$ cat src/rtl/multicycle_ctrl.sv
// rtl/multicycle_ctrl.sv - multicycle MIPS-subset control FSM with retire counter and sticky error flags
module multicycle_ctrl (
  input  logic        clk,
  input  logic        reset,
  input  logic [5:0]  opcode,
  input  logic [5:0]  func,
  input  logic        zero,
  input  logic        mem_ready,
  output logic        PCWr,
  output logic        IRWr,
  output logic        RegWrite,
  output logic        MemWrite,
  output logic        MemRead,
  output logic [1:0]  RegDst,
  output logic [1:0]  MemtoReg,
  output logic        ALUSrc,
  output logic [2:0]  ALUctr,
  output logic [1:0]  ExtOp,
  output logic [1:0]  NPCsel,
  output logic [3:0]  state,
  output logic [31:0] instr_cnt,
  output logic        illegal,
  output logic        mem_timeout
);

  localparam logic [3:0] S_FETCH  = 4'd0;
  localparam logic [3:0] S_DECODE = 4'd1;
  localparam logic [3:0] S_EXEC   = 4'd2;
  localparam logic [3:0] S_MEM_RD = 4'd3;
  localparam logic [3:0] S_MEM_WR = 4'd4;
  localparam logic [3:0] S_WB_ALU = 4'd5;
  localparam logic [3:0] S_WB_MEM = 4'd6;
  localparam logic [3:0] S_BRANCH = 4'd7;
  localparam logic [3:0] S_JUMP   = 4'd8;

  localparam logic [5:0] OP_RTYPE = 6'b000000;
  localparam logic [5:0] OP_ORI   = 6'b001101;
  localparam logic [5:0] OP_LUI   = 6'b001111;
  localparam logic [5:0] OP_LW    = 6'b100011;
  localparam logic [5:0] OP_SW    = 6'b101011;
  localparam logic [5:0] OP_BEQ   = 6'b000100;
  localparam logic [5:0] OP_J     = 6'b000010;
  localparam logic [5:0] OP_JAL   = 6'b000011;
  localparam logic [5:0] FN_ADDU  = 6'b100001;
  localparam logic [5:0] FN_SUBU  = 6'b100011;
  localparam logic [5:0] FN_JR    = 6'b001000;

  localparam logic [3:0] WAIT_LIMIT = 4'd15;

  logic [3:0]  state_q, state_d;
  logic [3:0]  wait_q, wait_d;
  logic [31:0] instr_cnt_q;
  logic        illegal_q, timeout_q;
  logic        retire, set_illegal, set_timeout;

  logic is_rtype, is_addu, is_subu, is_jr, is_ori, is_lui;
  logic is_lw, is_sw, is_beq, is_j, is_jal, is_exec_class, is_jump;

  assign is_rtype      = (opcode == OP_RTYPE);
  assign is_addu       = is_rtype && (func == FN_ADDU);
  assign is_subu       = is_rtype && (func == FN_SUBU);
  assign is_jr         = is_rtype && (func == FN_JR);
  assign is_ori        = (opcode == OP_ORI);
  assign is_lui        = (opcode == OP_LUI);
  assign is_lw         = (opcode == OP_LW);
  assign is_sw         = (opcode == OP_SW);
  assign is_beq        = (opcode == OP_BEQ);
  assign is_j          = (opcode == OP_J);
  assign is_jal        = (opcode == OP_JAL);
  assign is_exec_class = is_addu | is_subu | is_ori | is_lui | is_lw | is_sw;
  assign is_jump       = is_j | is_jal | is_jr;

  // ALU setup held unchanged from EXEC through MEM_RD/MEM_WR/WB_ALU
  logic [2:0] alu_ctr;
  logic       alu_src;
  logic [1:0] ext_op;

  always_comb begin
    alu_ctr = 3'b000;
    alu_src = 1'b0;
    ext_op  = 2'b00;
    if (is_subu) begin
      alu_ctr = 3'b001;
    end else if (is_ori) begin
      alu_ctr = 3'b010;
      alu_src = 1'b1;
    end else if (is_lui) begin
      alu_ctr = 3'b011;
      alu_src = 1'b1;
    end else if (is_lw || is_sw) begin
      alu_src = 1'b1;
      ext_op  = 2'b01;
    end
  end

  always_ff @(posedge clk) begin
    if (!reset) begin
      state_q     <= S_FETCH;
      wait_q      <= 4'd0;
      instr_cnt_q <= 32'd0;
      illegal_q   <= 1'b0;
      timeout_q   <= 1'b0;
    end else begin
      state_q     <= state_d;
      wait_q      <= wait_d;
      if (retire) begin
        instr_cnt_q <= instr_cnt_q + 32'd1;
      end
      illegal_q   <= illegal_q | set_illegal;
      timeout_q   <= timeout_q | set_timeout;
    end
  end

  always_comb begin
    state_d     = state_q;
    wait_d      = wait_q;
    retire      = 1'b0;
    set_illegal = 1'b0;
    set_timeout = 1'b0;
    case (state_q)
      S_FETCH: state_d = S_DECODE;
      S_DECODE: begin
        if (is_exec_class) begin
          state_d = S_EXEC;
        end else if (is_beq) begin
          state_d = S_BRANCH;
        end else if (is_jump) begin
          state_d = S_JUMP;
        end else begin
          set_illegal = 1'b1;
          state_d     = S_FETCH;
        end
      end
      S_EXEC: begin
        wait_d = 4'd0;
        if (is_lw) begin
          state_d = S_MEM_RD;
        end else if (is_sw) begin
          state_d = S_MEM_WR;
        end else begin
          state_d = S_WB_ALU;
        end
      end
      S_MEM_RD, S_MEM_WR: begin
        // completion wins over the timeout when both land in the same cycle
        if (mem_ready) begin
          state_d = (state_q == S_MEM_RD) ? S_WB_MEM : S_FETCH;
          retire  = (state_q == S_MEM_WR);
        end else if (wait_q == WAIT_LIMIT) begin
          set_timeout = 1'b1;
          state_d     = S_FETCH;
        end else begin
          wait_d = wait_q + 4'd1;
        end
      end
      S_WB_ALU, S_WB_MEM, S_BRANCH, S_JUMP: begin
        state_d = S_FETCH;
        retire  = 1'b1;
      end
      default: state_d = S_FETCH;
    endcase
  end

  always_comb begin
    PCWr     = 1'b0;
    IRWr     = 1'b0;
    RegWrite = 1'b0;
    MemWrite = 1'b0;
    MemRead  = 1'b0;
    RegDst   = 2'b00;
    MemtoReg = 2'b00;
    ALUSrc   = 1'b0;
    ALUctr   = 3'b000;
    ExtOp    = 2'b00;
    NPCsel   = 2'b00;
    case (state_q)
      S_FETCH: begin
        IRWr = 1'b1;
        PCWr = 1'b1;
      end
      S_EXEC: begin
        ALUctr = alu_ctr;
        ALUSrc = alu_src;
        ExtOp  = ext_op;
      end
      S_MEM_RD: begin
        ALUctr  = alu_ctr;
        ALUSrc  = alu_src;
        ExtOp   = ext_op;
        MemRead = 1'b1;
      end
      S_MEM_WR: begin
        ALUctr   = alu_ctr;
        ALUSrc   = alu_src;
        ExtOp    = ext_op;
        MemWrite = 1'b1;
      end
      S_WB_ALU: begin
        ALUctr   = alu_ctr;
        ALUSrc   = alu_src;
        ExtOp    = ext_op;
        RegWrite = 1'b1;
        RegDst   = is_rtype ? 2'b01 : 2'b00;
      end
      S_WB_MEM: begin
        RegWrite = 1'b1;
        MemtoReg = 2'b01;
      end
      S_BRANCH: begin
        ALUctr = 3'b001;
        NPCsel = 2'b01;
        PCWr   = zero;
      end
      S_JUMP: begin
        PCWr   = 1'b1;
        NPCsel = is_jr ? 2'b11 : 2'b10;
        if (is_jal) begin
          RegWrite = 1'b1;
          RegDst   = 2'b10;
          MemtoReg = 2'b10;
        end
      end
      default: ;
    endcase
    if (!reset) begin
      PCWr     = 1'b0;
      IRWr     = 1'b0;
      RegWrite = 1'b0;
      MemWrite = 1'b0;
      MemRead  = 1'b0;
    end
  end

  assign state       = state_q;
  assign instr_cnt   = instr_cnt_q;
  assign illegal     = illegal_q;
  assign mem_timeout = timeout_q;

endmodule

$ cat config.mk
export PLATFORM = sky130hd
export DESIGN_NAME = multicycle_ctrl
export DESIGN_NICKNAME = d
export VERILOG_FILES = /design/src/rtl/multicycle_ctrl.sv
export SDC_FILE = /design/constraint.sdc
export NUM_CORES = 1
export LEC_CHECK = 0
export CAP_MARGIN = 0
export CORE_UTILIZATION = 49
export DETAILED_ROUTE_END_ITERATION = 16
export MAX_ROUTING_LAYER = met4
export PLACE_DENSITY_LB_ADDON = 0.3
export SLEW_MARGIN = 10
export SYNTH_ARGS = -nofsm -noshare
export SYNTH_HDL_FRONTEND = slang
export SYNTH_SLANG_ARGS = --single-unit
$ cat constraint.sdc
create_clock -name clk -period 2.6 [get_ports clk]
set_input_delay 0.52 -clock clk [delete_from_list [all_inputs] [get_ports clk]]
set_output_delay 0.52 -clock clk [all_outputs]
set_load 0.05 [all_outputs]
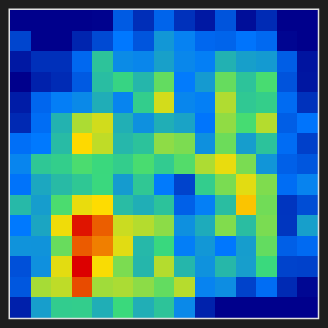
(run_1/wire_density.png)
(4 px per µm) The die is cut into 15 by 15 equal tiles; dark blue is low, red is high, scaled to the fullest tile. Values are wire area over tile area, all layers added.
emptiest ninth of the die = north-west
mean over tiles = 0.21
nearly empty tiles = 8.0%
densest ninth of the die = south-west
tiles over half the peak = 24%
total detailed-routing wirelength: 7.604 mm
total global-route track usage: 26.98%
vias after detailed routing: 2923
average detailed-routed wire length per instance: 15.55 µm

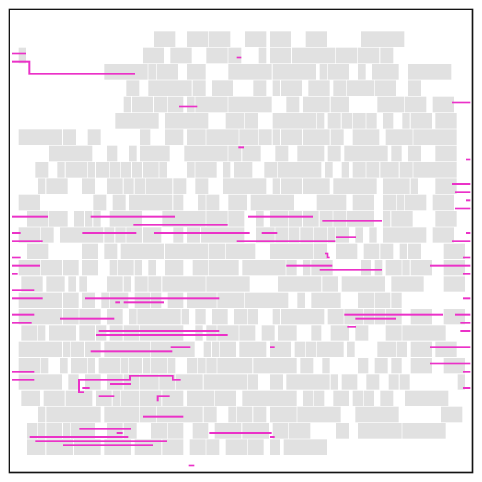
(run_1/met3.png)
(6 px per µm) Cells faint in the background.
nets with wire on the layer = 67
main direction = horizontal

==> results.cfg, run 1 <==
; physical design summary
[run_status]
outcome = finished, final reports clean

[synthesis]
enable_flop_cells = 0
post-synth-top-count-cell = sky130_fd_sc_hd__nand2_1
ys_area_um2 = 2753
seq_area_frac_synth_pct = 30.55
synth.cells.most_frequent = sky130_fd_sc_hd__nand2_1 (44), sky130_fd_sc_hd__dfxtp_1 (42), sky130_fd_sc_hd__nand2b_1 (26), sky130_fd_sc_hd__mux2i_1 (20)
yosys_most_used_dff = sky130_fd_sc_hd__dfxtp_1
seq_cells_post_synth = 42
synth-cells-yosys = 340
yosys.cell_types.count = 50
async_reset_ff_share_pct = 0
top_area_cell = sky130_fd_sc_hd__dfxtp_1
synthesis.instances = 340
synth_area_per_cell_um2 = 8.096
top_cell_area_share_pct = 30.55
synthTopCellsByArea = sky130_fd_sc_hd__dfxtp_1 (31%), sky130_fd_sc_hd__mux2i_1 (7.3%), sky130_fd_sc_hd__nand2_1 (6.0%), sky130_fd_sc_hd__nand2b_1 (5.9%), sky130_fd_sc_hd__nor4_2 (5.0%)
synth.yosys.warnings = 0
syn-cell-area_um2 = 2753

[die]
io-pin-count = 71
chipWidth_um = 76.95
core_util_floorplan_pct = 52.23
floorplan.core_area_um2 = 5270
placement_rows = 26
floorplan.die.height_um = 76.95
fp.dieArea_um2 = 5921

[placement]
gpl.final_weighted_congestion = 0.8990
dpl_cell_area_um2 = 3751
port_buffers = 68
place_hpwl_mm = 5.262
placed_cells_incl_taps = 480
place_ws_ns = -0.1053

[min_path]
class_of_the_most_critical_hold_timing_path = reg -> reg
hold_path_depth = 2

[worst_setup_path]
endpoint_kind = output pin
timing.critical_path.arrival_ns = 1.93
endpoint_of_the_lowest_slack_register_to_register_path = wait_q[3]$_SDFFE_PN0P_
critPathCapture = ALUctr[0]
cp_max_fo = 3
crit_required_ns = 2.08
rrSetupSlack_ns = 0.55
setup.worst_path.start = func[2]
criticalPathCategory = in -> out
timing.critical_path.from_type = primary input
worst_r2r_startpoint = state[2]$_SDFFE_PN0P_
ff2ff_path_depth = 5

[layout]
design_area_um2 = 3936
layout.nets = 436
mostFrequentLayoutCells = sky130_fd_sc_hd__nand2_1 (44), sky130_fd_sc_hd__clkdlybuf4s50_1 (43), sky130_fd_sc_hd__dfxtp_1 (42), sky130_fd_sc_hd__buf_4 (30), sky130_fd_sc_hd__nand2b_1 (26)
area.combinational_um2 = 1862
post_route_insts_no_fill = 489
area.growth.synth_to_final_pct = 43.00
register_area_um2 = 840.8
antenna_cells_inserted = 0
layout-drive-gt1-share_pct = 19.33
n_fill_cell = 394
postLayoutCoreUtil_pct = 74.69
layout.cells.most_common = sky130_fd_sc_hd__nand2_1

[detailed_routing]
number_of_design_rule_violations_left_after_detail_routing = 0
ant_nets = 0
drt-pass1-iter-count = 5
routed-wl-met2_mm = 3.875
routed_vias_inst = 5.978
maxUsedRoutingLayer = met4
dr_wl_met3_um = 451
m1WireLength_mm = 3.165
number_of_drc_markers_in_iteration_0 = 214

[sta]
final.setup_skew_ns = 0.01318
setup_viol_count_final = 0
fin_crit_ns = 2.449
maxClockFrequency_mhz = 408.4
max_slew.worst_pin.slew_ns = 0.8047
unrepaired_setup_endpoints_after_global_routing = no
maxSlewViolCount = 0
fin_crit_sh_pct = 94.19
finalHoldViolations = 0
post-route-worst-setup-slack_ns = 0.1511
slew_headroom_pct = 45.86

[power]
power.density_cell_area_nw_per_um2 = 319.1
static-leakage-power_uw = 0.001387
vdd_ir_drop_max_mv = 0.2515

[grt]
grt_overflow = 0
grt_first_pass_wirelength_mm = 12.72
vias_in_the_first_global_route = 2793
initial_antenna_violation_count = 0
largest_net_degree_at_the_start_of_global_routing = 47

[clock_tree]
max-clock-path-buffers = 2
library_cell_used_as_clock_root_buffer = sky130_fd_sc_hd__clkbuf_8
tritoncts = yes
h-tree-depth = 2
cts_num_sinks = 42
cts.reportedPaths.clkPinSlew_ns = 0.09
numCtsBuffers = 5
clock_insertion_delay_worst_skew_ns = 0.30

[run]
cap_violations = 0
stage_log_warnings = 27
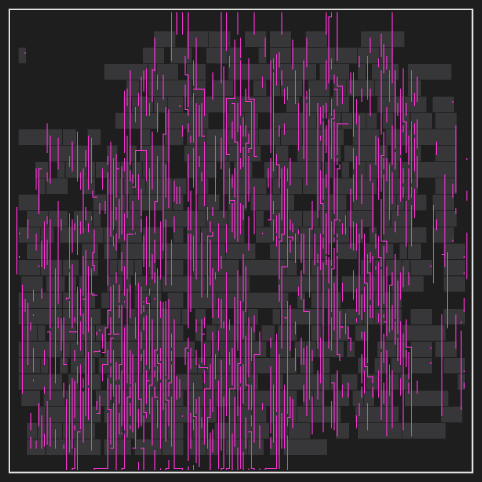
(run_1/met2.png)
(6 px per µm) Cells faint in the background.
longest straight run = 29.2 µm
wire length on this layer = 3880 µm
met2 GRT Util: 46.61%

-- run 1: registers in the layout, summed over array words and instances (netlist names) --
signal and cells:
instr_cnt 32, state 4, wait_q 4, illegal 1
mem_timeout 1
-- run 1: kinds of logic after synthesis --
kind of cell    after synthesis  share of synthesized area [%]
simple gates                183                          40.59
compound gates               57                          13.82
flops                        42                          30.55
buf+inv                      32                          5.772
mux                          20                          7.273
xor+xnor                      3                         0.9547
fa+ha+maj                     2                         0.9089
other cells                   1                         0.1362
-- run 1: worst min path at each step --
stage,from,to,slack [ns]
floorplan,wait_q[3]$_SDFFE_PN0P_,wait_q[3]$_SDFFE_PN0P_,0.45
global placement,instr_cnt[31]$_SDFFE_PN0P_,instr_cnt[31]$_SDFFE_PN0P_,0.45
detailed placement,instr_cnt[31]$_SDFFE_PN0P_,instr_cnt[31]$_SDFFE_PN0P_,0.47
CTS,instr_cnt[31]$_SDFFE_PN0P_,instr_cnt[31]$_SDFFE_PN0P_,0.48
global route,instr_cnt[15]$_SDFFE_PN0P_,instr_cnt[15]$_SDFFE_PN0P_,0.50
finish,instr_cnt[31]$_SDFFE_PN0P_,instr_cnt[31]$_SDFFE_PN0P_,0.49
-- run 1: per-layer routing --
metal	track usage, %	vias to the layer above
met5	-	-
met4	9.808	0
met3	4.048	12
met2	46.61	114
met1	31.53	1376
li1	-	1421
-- run 1: power breakdown --
| group | internal (µW) | leakage, µW | switching, µW |
|---|---|---|---|
| Clock | 190 | 0.0000452 | 228 |
| Combinational | 76.3 | 0.00100 | 113 |
| Sequential | 646 | 0.000339 | 2.44 |
-- run 1: per-stage QoR --
stage	hold slack [ns]	TNS (ns)	power [µW]
global route	0.4989	0	1303
detailed placement	0.4653	-0.2629	842.6
finish	0.4862	0	1256
CTS	0.4835	0	1263
global placement	0.4543	0	838.2
floorplan	0.4521	-0.6002	763.9
-- run 1: cell type report --
type | count | share of cell area, %
Clock inverter | 2 | 0.3496
Inverter | 6 | 0.5722
Sequential cell | 42 | 21.36
Tap cell | 70 | 2.225
Timing Repair Buffer | 96 | 26.35
Multi-Input combinational cell | 267 | 47.30
Clock buffer | 6 | 1.844
-- run 1: what timing repair did --
item | CTS | global route
hold buffers | 0 | 0
endpoints found under the setup margin | 4 | 6
pin swaps | 3 | 7
gates resized | 6 | 15
setup buffers | 1 | 0
-- run 1: critical path, cell delays in order --
cell	delay (ns)
sky130_fd_sc_hd__clkdlybuf4s50_1	0.46
sky130_fd_sc_hd__nor3_4	0.18
sky130_fd_sc_hd__nand4_1	0.25
sky130_fd_sc_hd__a211oi_2	0.30
sky130_fd_sc_hd__clkbuf_16	0.21
## Run 2: what changed since run 1
--- a/config.mk
+++ b/config.mk
@@ -5,12 +5,11 @@
 export SDC_FILE = /design/constraint.sdc
 export NUM_CORES = 1
 export LEC_CHECK = 0
-export CAP_MARGIN = 0
 export CORE_UTILIZATION = 49
 export DETAILED_ROUTE_END_ITERATION = 16
 export MAX_ROUTING_LAYER = met4
 export PLACE_DENSITY_LB_ADDON = 0.3
-export SLEW_MARGIN = 10
+export SLEW_MARGIN = 20
 export SYNTH_ARGS = -nofsm -noshare
 export SYNTH_HDL_FRONTEND = slang
 export SYNTH_SLANG_ARGS = --single-unit
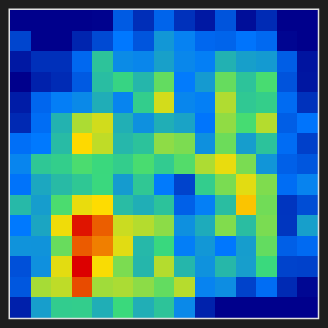
(run_2/wire_density.png)
(4 px per µm) The die is cut into 15 by 15 equal tiles; dark blue is low, red is high, scaled to the fullest tile. Values are wire area over tile area, all layers added.
densest ninth of the die = south-west
tiles over half the peak = 24%
mean over tiles = 0.21
nearly empty tiles = 8.0%
fullest tile = 0.58

==> run 2 against run 1 <==
Effect of this change:
- non-clock buffer count stayed put
- critical path depth stayed put
- worst setup slack stayed put
- first-iteration DRC count stayed put
- flip-flop count stayed put
- cell count stayed put
- utilization stayed put
- combinational power hardly changed
==> results.cfg, run 2 <==
; physical design summary
[layout]
layout.nets = 436
design_area_um2 = 3936
largest_register_ff_count = 32
postLayoutCoreUtil_pct = 74.69
layout.cells.most_common = sky130_fd_sc_hd__nand2_1
antenna_cells_inserted = 0
n_fill_cell = 394
layout-drive-gt1-share_pct = 19.33

[worst_setup_path]
crit_buf_inv = 2
crit_required_ns = 2.08
worstSetupPathDepth = 5
timing.critical_path.arrival_ns = 1.93
cp_max_fo = 3
crit_path_max_cell_delay_ns = 0.46
path_cells = clkdlybuf4s50_1 > nor3_4 > nand4_1 > a211oi_2 > clkbuf_16
timing.critical_path.from_type = primary input
worst_path_max_delay_cell = sky130_fd_sc_hd__clkdlybuf4s50_1
ff2ff_path_depth = 5

[sta]
setup_viol_count_final = 0
slew_headroom_pct = 45.86
maxClockFrequency_mhz = 408.4
fin_crit_ns = 2.449
max_slew.worst_pin.slew_ns = 0.8047
whs_ns = 0.4862

[synthesis]
syn-cell-area_um2 = 2753
seq_area_frac_synth_pct = 30.55
synth.cells.most_frequent = sky130_fd_sc_hd__nand2_1 (44), sky130_fd_sc_hd__dfxtp_1 (42), sky130_fd_sc_hd__nand2b_1 (26), sky130_fd_sc_hd__mux2i_1 (20)
async_reset_ff_share_pct = 0
post-synth-top-count-cell = sky130_fd_sc_hd__nand2_1
seq_cells_post_synth = 42
yosys.cell_types.count = 50
synthTopCellsByArea = sky130_fd_sc_hd__dfxtp_1 (31%), sky130_fd_sc_hd__mux2i_1 (7.3%), sky130_fd_sc_hd__nand2_1 (6.0%), sky130_fd_sc_hd__nand2b_1 (5.9%), sky130_fd_sc_hd__nor4_2 (5.0%)
synth_area_per_cell_um2 = 8.096
synth-cells-yosys = 340
yosys_most_used_dff = sky130_fd_sc_hd__dfxtp_1
ys_area_um2 = 2753

[detailed_routing]
drt-pass1-iter-count = 5
num_vias = 2923
finalWirelength_mm = 7.604
detail_route.wl_per_cell_um = 15.55
ant_nets = 0

[grt]
grt_overflow = 0
initial_antenna_violation_count = 0
largest_net_degree_at_the_start_of_global_routing = 47

[run_status]
outcome = finished, final reports clean

[min_path]
class_of_the_most_critical_hold_timing_path = reg -> reg
hold_path_depth = 2

[clock_tree]
cts.reportedPaths.clkPinSlew_ns = 0.09
h-tree-depth = 2
numCtsBuffers = 5
holdBufCountCts = 0
cts_num_sinks = 42
clock_insertion_delay_worst_skew_ns = 0.30
tritoncts = yes

[die]
chipWidth_um = 76.95
fp.dieArea_um2 = 5921
io-pin-count = 71
floorplan.die.height_um = 76.95
core_util_floorplan_pct = 52.23

[placement]
place_hpwl_mm = 5.262
port_buffers = 68

[power]
power.density_cell_area_nw_per_um2 = 319.1
vdd_ir_drop_max_mv = 0.2515

[run]
cap_violations = 0
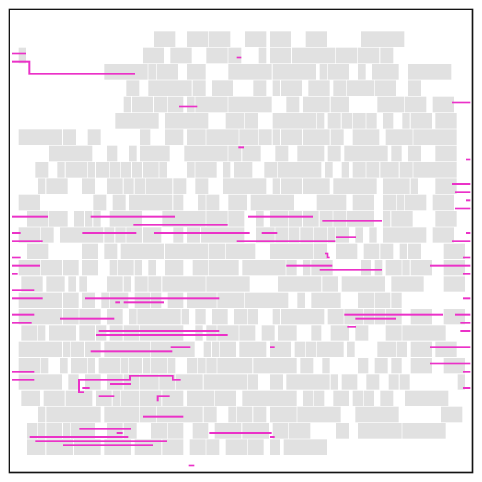
(run_2/met3.png)
(6 px per µm) Cells faint in the background.
longest straight run = 22.1 µm
wire length on this layer = 452 µm
share of all routed wire = 5.9%
main direction = horizontal
nets with wire on the layer = 67

run 2: what timing repair did:
item                       4_1_cts  5_1_grt
buffers inserted                 1        0
pin swaps                        3        7
setup endpoints to repair        4        6
resized                          6       15
run 2: worst reg2reg max path, stage by stage (launching register included):
cell	delay, ns
sky130_fd_sc_hd__dfxtp_1	0.33
sky130_fd_sc_hd__buf_4	0.24
sky130_fd_sc_hd__or3b_2	0.51
sky130_fd_sc_hd__or3_1	0.37
sky130_fd_sc_hd__a211oi_1	0.32
sky130_fd_sc_hd__mux2i_1	0.22
run 2: logic make-up (layout without fill, tap and decap cells):
logic type	after synthesis	after routing	share of synthesized area [%]
AOI/OAI and AO/OA	57	57	13.82
other	1	2	0.1362
xor gates and xnor gates	3	3	0.9547
and+or+nand+nor	183	183	40.59
adders and majority gates	2	2	0.9089
buffers and inverters	32	110	5.772
muxes	20	20	7.273
DFF	42	42	30.55
run 2: path summary, 6_finish.rpt:
path / startpoint / slack (ns) / to
max reg2reg: state[2]$_SDFFE_PN0P_ / 0.55 / wait_q[3]$_SDFFE_PN0P_
min reg2reg: instr_cnt[31]$_SDFFE_PN0P_ / 0.49 / instr_cnt[31]$_SDFFE_PN0P_
min: instr_cnt[31]$_SDFFE_PN0P_ / 0.49 / instr_cnt[31]$_SDFFE_PN0P_
max: func[2] / 0.15 / ALUctr[0]
run 2: report_power, final:
part	total [µW]	switching [µW]	internal, µW
Sequential	649	2.44	646
Clock	418	228	190
Combinational	189	113	76.3
Total	1260	344	912
run 2: layout make-up:
class	count	area share, %
Clock buffer	6	1.844
Inverter	6	0.5722
Sequential cell	42	21.36
Multi-Input combinational cell	267	47.30
Timing Repair Buffer	96	26.35
Clock inverter	2	0.3496
Tap cell	70	2.225
run 2: through the flow:
step,setup TNS (ns),cells
global route,0,489
CTS,0,489
detailed placement,-0.2629,480
floorplan,-0.6002,341
global placement,0,480
finish,0,489
run 2: metal layers:
layer | track usage (%) | part of all wire [%] | up-vias
met2 | 46.61 | 51 | 114
met4 | 9.808 | 1.5 | 0
met3 | 4.048 | 5.9 | 12
li1 | - | - | 1421
met1 | 31.53 | 42 | 1376
met5 | - | 0 | -
## Run 3: what changed since run 2
--- a/config.mk
+++ b/config.mk
@@ -6,6 +6,7 @@
 export NUM_CORES = 1
 export LEC_CHECK = 0
 export CORE_UTILIZATION = 49
+export CTS_CLUSTER_SIZE = 30
 export DETAILED_ROUTE_END_ITERATION = 16
 export MAX_ROUTING_LAYER = met4
 export PLACE_DENSITY_LB_ADDON = 0.3
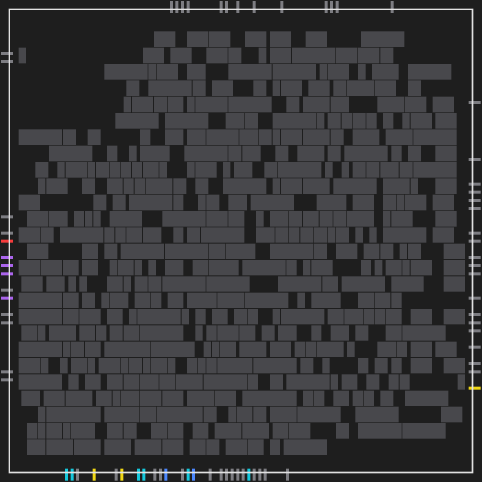
(run_3/pins.png)
(6 px per µm) Pins as bars across the die edge, other pins in gray.
`state` -> purple  # pins 4, direction output, edge west
`opcode` -> cyan  # pins 6, direction input, edge south
`reset` -> red  # pins 1, direction input, edge west
`RegDst` -> blue  # pins 2, direction output, edge south
`ALUctr` -> yellow  # pins 3, direction output, edge 2 south, 1 east
all pins by edge = 25 south, 19 east, 14 west, 13 north

==> run 3 against run 2 <==
Effect of this change:
- combinational power hardly changed
- synthesized cell count stayed put
- global-route usage stayed put
- via count stayed put
- routed wire length stayed put
- register-to-register slack hardly changed
- total power stayed put
- hold slack stayed put
- non-clock buffer count stayed put
- clock power hardly changed
- sequential power hardly changed
- critical endpoint unchanged
- highest routed layer unchanged
==> results.cfg, run 3 <==
; physical design summary
[placement]
gpl.final_weighted_congestion = 0.8990
placed_cells_incl_taps = 480
port_buffers = 68
place_hpwl_mm = 5.262

[sta]
maxClockFrequency_mhz = 408.4
setup_viol_count_final = 0
final.setup_skew_ns = 0.01318
unrepaired_setup_endpoints_after_global_routing = no
fin_crit_sh_pct = 94.19
finalHoldViolations = 0
maxSlewViolCount = 0
slew_headroom_pct = 45.86
whs_ns = 0.4862
max_slew.worst_pin.slew_ns = 0.8047
fin_crit_ns = 2.449

[layout]
area.growth.synth_to_final_pct = 43.00
n_fill_cell = 394
area.combinational_um2 = 1862
postLayoutCoreUtil_pct = 74.69
post_route_insts_no_fill = 489
layout.nets = 436
largest_register_ff_count = 32
antenna_cells_inserted = 0
layout.cells.most_common = sky130_fd_sc_hd__nand2_1
mostFrequentLayoutCells = sky130_fd_sc_hd__nand2_1 (44), sky130_fd_sc_hd__clkdlybuf4s50_1 (43), sky130_fd_sc_hd__dfxtp_1 (42), sky130_fd_sc_hd__buf_4 (30), sky130_fd_sc_hd__nand2b_1 (26)
layout-drive-gt1-share_pct = 19.33
register_area_um2 = 840.8

[detailed_routing]
drt-pass1-iter-count = 5
finalWirelength_mm = 7.604
num_vias = 2923
detail_route.wl_per_cell_um = 15.55
number_of_drc_markers_in_iteration_0 = 214
routed_vias_inst = 5.978
ant_nets = 0
number_of_design_rule_violations_left_after_detail_routing = 0

[worst_setup_path]
rrSetupSlack_ns = 0.55
timing.critical_path.from_type = primary input
timing.critical_path.arrival_ns = 1.93
cp_max_fo = 3
worst_r2r_startpoint = state[2]$_SDFFE_PN0P_
endpoint_of_the_lowest_slack_register_to_register_path = wait_q[3]$_SDFFE_PN0P_
endpoint_kind = output pin
ff2ff_path_depth = 5
criticalPathCategory = in -> out
crit_required_ns = 2.08

[synthesis]
synthTopCellsByArea = sky130_fd_sc_hd__dfxtp_1 (31%), sky130_fd_sc_hd__mux2i_1 (7.3%), sky130_fd_sc_hd__nand2_1 (6.0%), sky130_fd_sc_hd__nand2b_1 (5.9%), sky130_fd_sc_hd__nor4_2 (5.0%)
yosys_most_used_dff = sky130_fd_sc_hd__dfxtp_1
synthesis.instances = 340
enable_flop_cells = 0
synth.yosys.warnings = 0
syn-cell-area_um2 = 2753
seq_area_frac_synth_pct = 30.55
ys_area_um2 = 2753
synth_area_per_cell_um2 = 8.096
synth.cells.most_frequent = sky130_fd_sc_hd__nand2_1 (44), sky130_fd_sc_hd__dfxtp_1 (42), sky130_fd_sc_hd__nand2b_1 (26), sky130_fd_sc_hd__mux2i_1 (20)
async_reset_ff_share_pct = 0
seq_cells_post_synth = 42
synth-cells-yosys = 340
top_area_cell = sky130_fd_sc_hd__dfxtp_1
top_cell_area_share_pct = 30.55
post-synth-top-count-cell = sky130_fd_sc_hd__nand2_1
yosys.cell_types.count = 50

[power]
internal-power_uw = 912.2
vdd_ir_drop_max_mv = 0.2515
proportion_of_power_drawn_by_combinational_gates_pct = 15.1
power_switching_share_pct = 27.37
power.density_cell_area_nw_per_um2 = 319.1
seq_power_share_pct = 51.7
power.clock.fraction_pct = 33.3
static-leakage-power_uw = 0.001387
switching_power_uw = 343.7

[grt]
grt_first_pass_wirelength_mm = 12.72
grt_overflow = 0
vias_in_the_first_global_route = 2793
largest_net_degree_at_the_start_of_global_routing = 47
initial_antenna_violation_count = 0
total_global_route_track_usage_pct = 26.98

[clock_tree]
cts.reportedPaths.clkPinSlew_ns = 0.09
holdBufCountCts = 0
clock_insertion_delay_worst_skew_ns = 0.30
numCtsBuffers = 5
library_cell_used_as_clock_root_buffer = sky130_fd_sc_hd__clkbuf_8
h-tree-depth = 2
cts_num_sinks = 42
max-clock-path-buffers = 2
tritoncts = yes

[die]
io-pin-count = 71
floorplan.core_area_um2 = 5270
floorplan.die.height_um = 76.95
fp.dieArea_um2 = 5921
placement_rows = 26
chipWidth_um = 76.95
core_util_floorplan_pct = 52.23

[run_status]
outcome = finished, final reports clean

[run]
cap_violations = 0
stage_log_warnings = 27

[min_path]
class_of_the_most_critical_hold_timing_path = reg -> reg
worstHoldEndpoint = instr_cnt[31]$_SDFFE_PN0P_
holdCritStartpoint = instr_cnt[31]$_SDFFE_PN0P_
hold_path_depth = 2
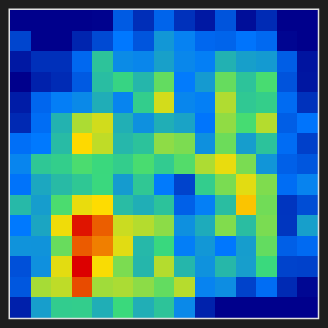
(run_3/wire_density.png)
(4 px per µm) The die is cut into 15 by 15 equal tiles; dark blue is low, red is high, scaled to the fullest tile. Values are wire area over tile area, all layers added.
tiles over half the peak = 24%
nearly empty tiles = 8.0%
fullest tile = 0.58
mean over tiles = 0.21

[run 3: cell counts in the layout (fill, tap and decap cells not counted)]
Identical to the previous run, type by type.
[run 3: logic make-up after synthesis]
group                    count (synthesis)  share of synthesized area (%)
adder cells (fa/ha/maj)                  2                         0.9089
AND/OR/NAND/NOR                        183                          40.59
AND-OR/OR-AND                           57                          13.82
buffers and inverters                   32                          5.772
XOR/XNOR                                 3                         0.9547
other                                    1                         0.1362
multiplexers                            20                          7.273
flip-flops                              42                          30.55
[run 3: per-layer routing]
layer  part of all wire (%)  vias up  GRT usage [%]
met5                      0        -              -
met4                    1.5        0          9.808
met3                    5.9       12          4.048
met2                     51      114          46.61
met1                     42     1376          31.53
li1                       -     1421              -
[run 3: how the worst max path moves through the flow]
stage,startpoint,to,slack [ns],cells past startpoint
2_1_floorplan,state[2]$_SDFFE_PN0P_,RegWrite,-0.34,4
3_3_place_gp,func[5],ALUSrc,0.006,6
3_5_place_dp,opcode[0],ALUSrc,-0.11,6
4_1_cts,func[5],ALUctr[0],0.001,5
5_1_grt,func[2],ALUctr[0],0.07,5
6_report,func[2],ALUctr[0],0.15,5
[run 3: critical path, stage by stage]
cell	delay, ns
sky130_fd_sc_hd__clkdlybuf4s50_1	0.46
sky130_fd_sc_hd__nor3_4	0.18
sky130_fd_sc_hd__nand4_1	0.25
sky130_fd_sc_hd__a211oi_2	0.30
sky130_fd_sc_hd__clkbuf_16	0.21
[run 3: area by class of cell]
| type | instances | area share, % |
|---|---|---|
| multi-input combinational | 267 | 47.30 |
| timing repair buffer | 96 | 26.35 |
| sequential | 42 | 21.36 |
| tap | 70 | 2.225 |
| clock buffer | 6 | 1.844 |
| inverter | 6 | 0.5722 |
| clock inverter | 2 | 0.3496 |
[run 3: metrics by stage]
step	setup WS, ns	setup TNS, ns	power (µW)	cell area (µm²)
5_1_grt	0.06946	0	1303	3936
3_5_place_dp	-0.1053	-0.2629	842.6	3751
6_report	0.1511	0	1256	3936
2_1_floorplan	-0.3450	-0.6002	763.9	2804
4_1_cts	0.001263	0	1263	3881
3_3_place_gp	0.006149	0	838.2	3751
[run 3: repair_timing]
item	4_1_cts	5_1_grt
pin swaps	3	7
setup buffers	1	0
endpoints found under the setup margin	4	6
resized	6	15
[run 3: power by group through the flow]
stage	clock network, µW	registers (µW)	logic [µW]
floorplan	0	677	86.6
global route	454	649	200
detailed placement	0	664	179
finish	418	649	189
CTS	430	649	184
global placement	0	663	175
Power and IR drop assume default switching activity.
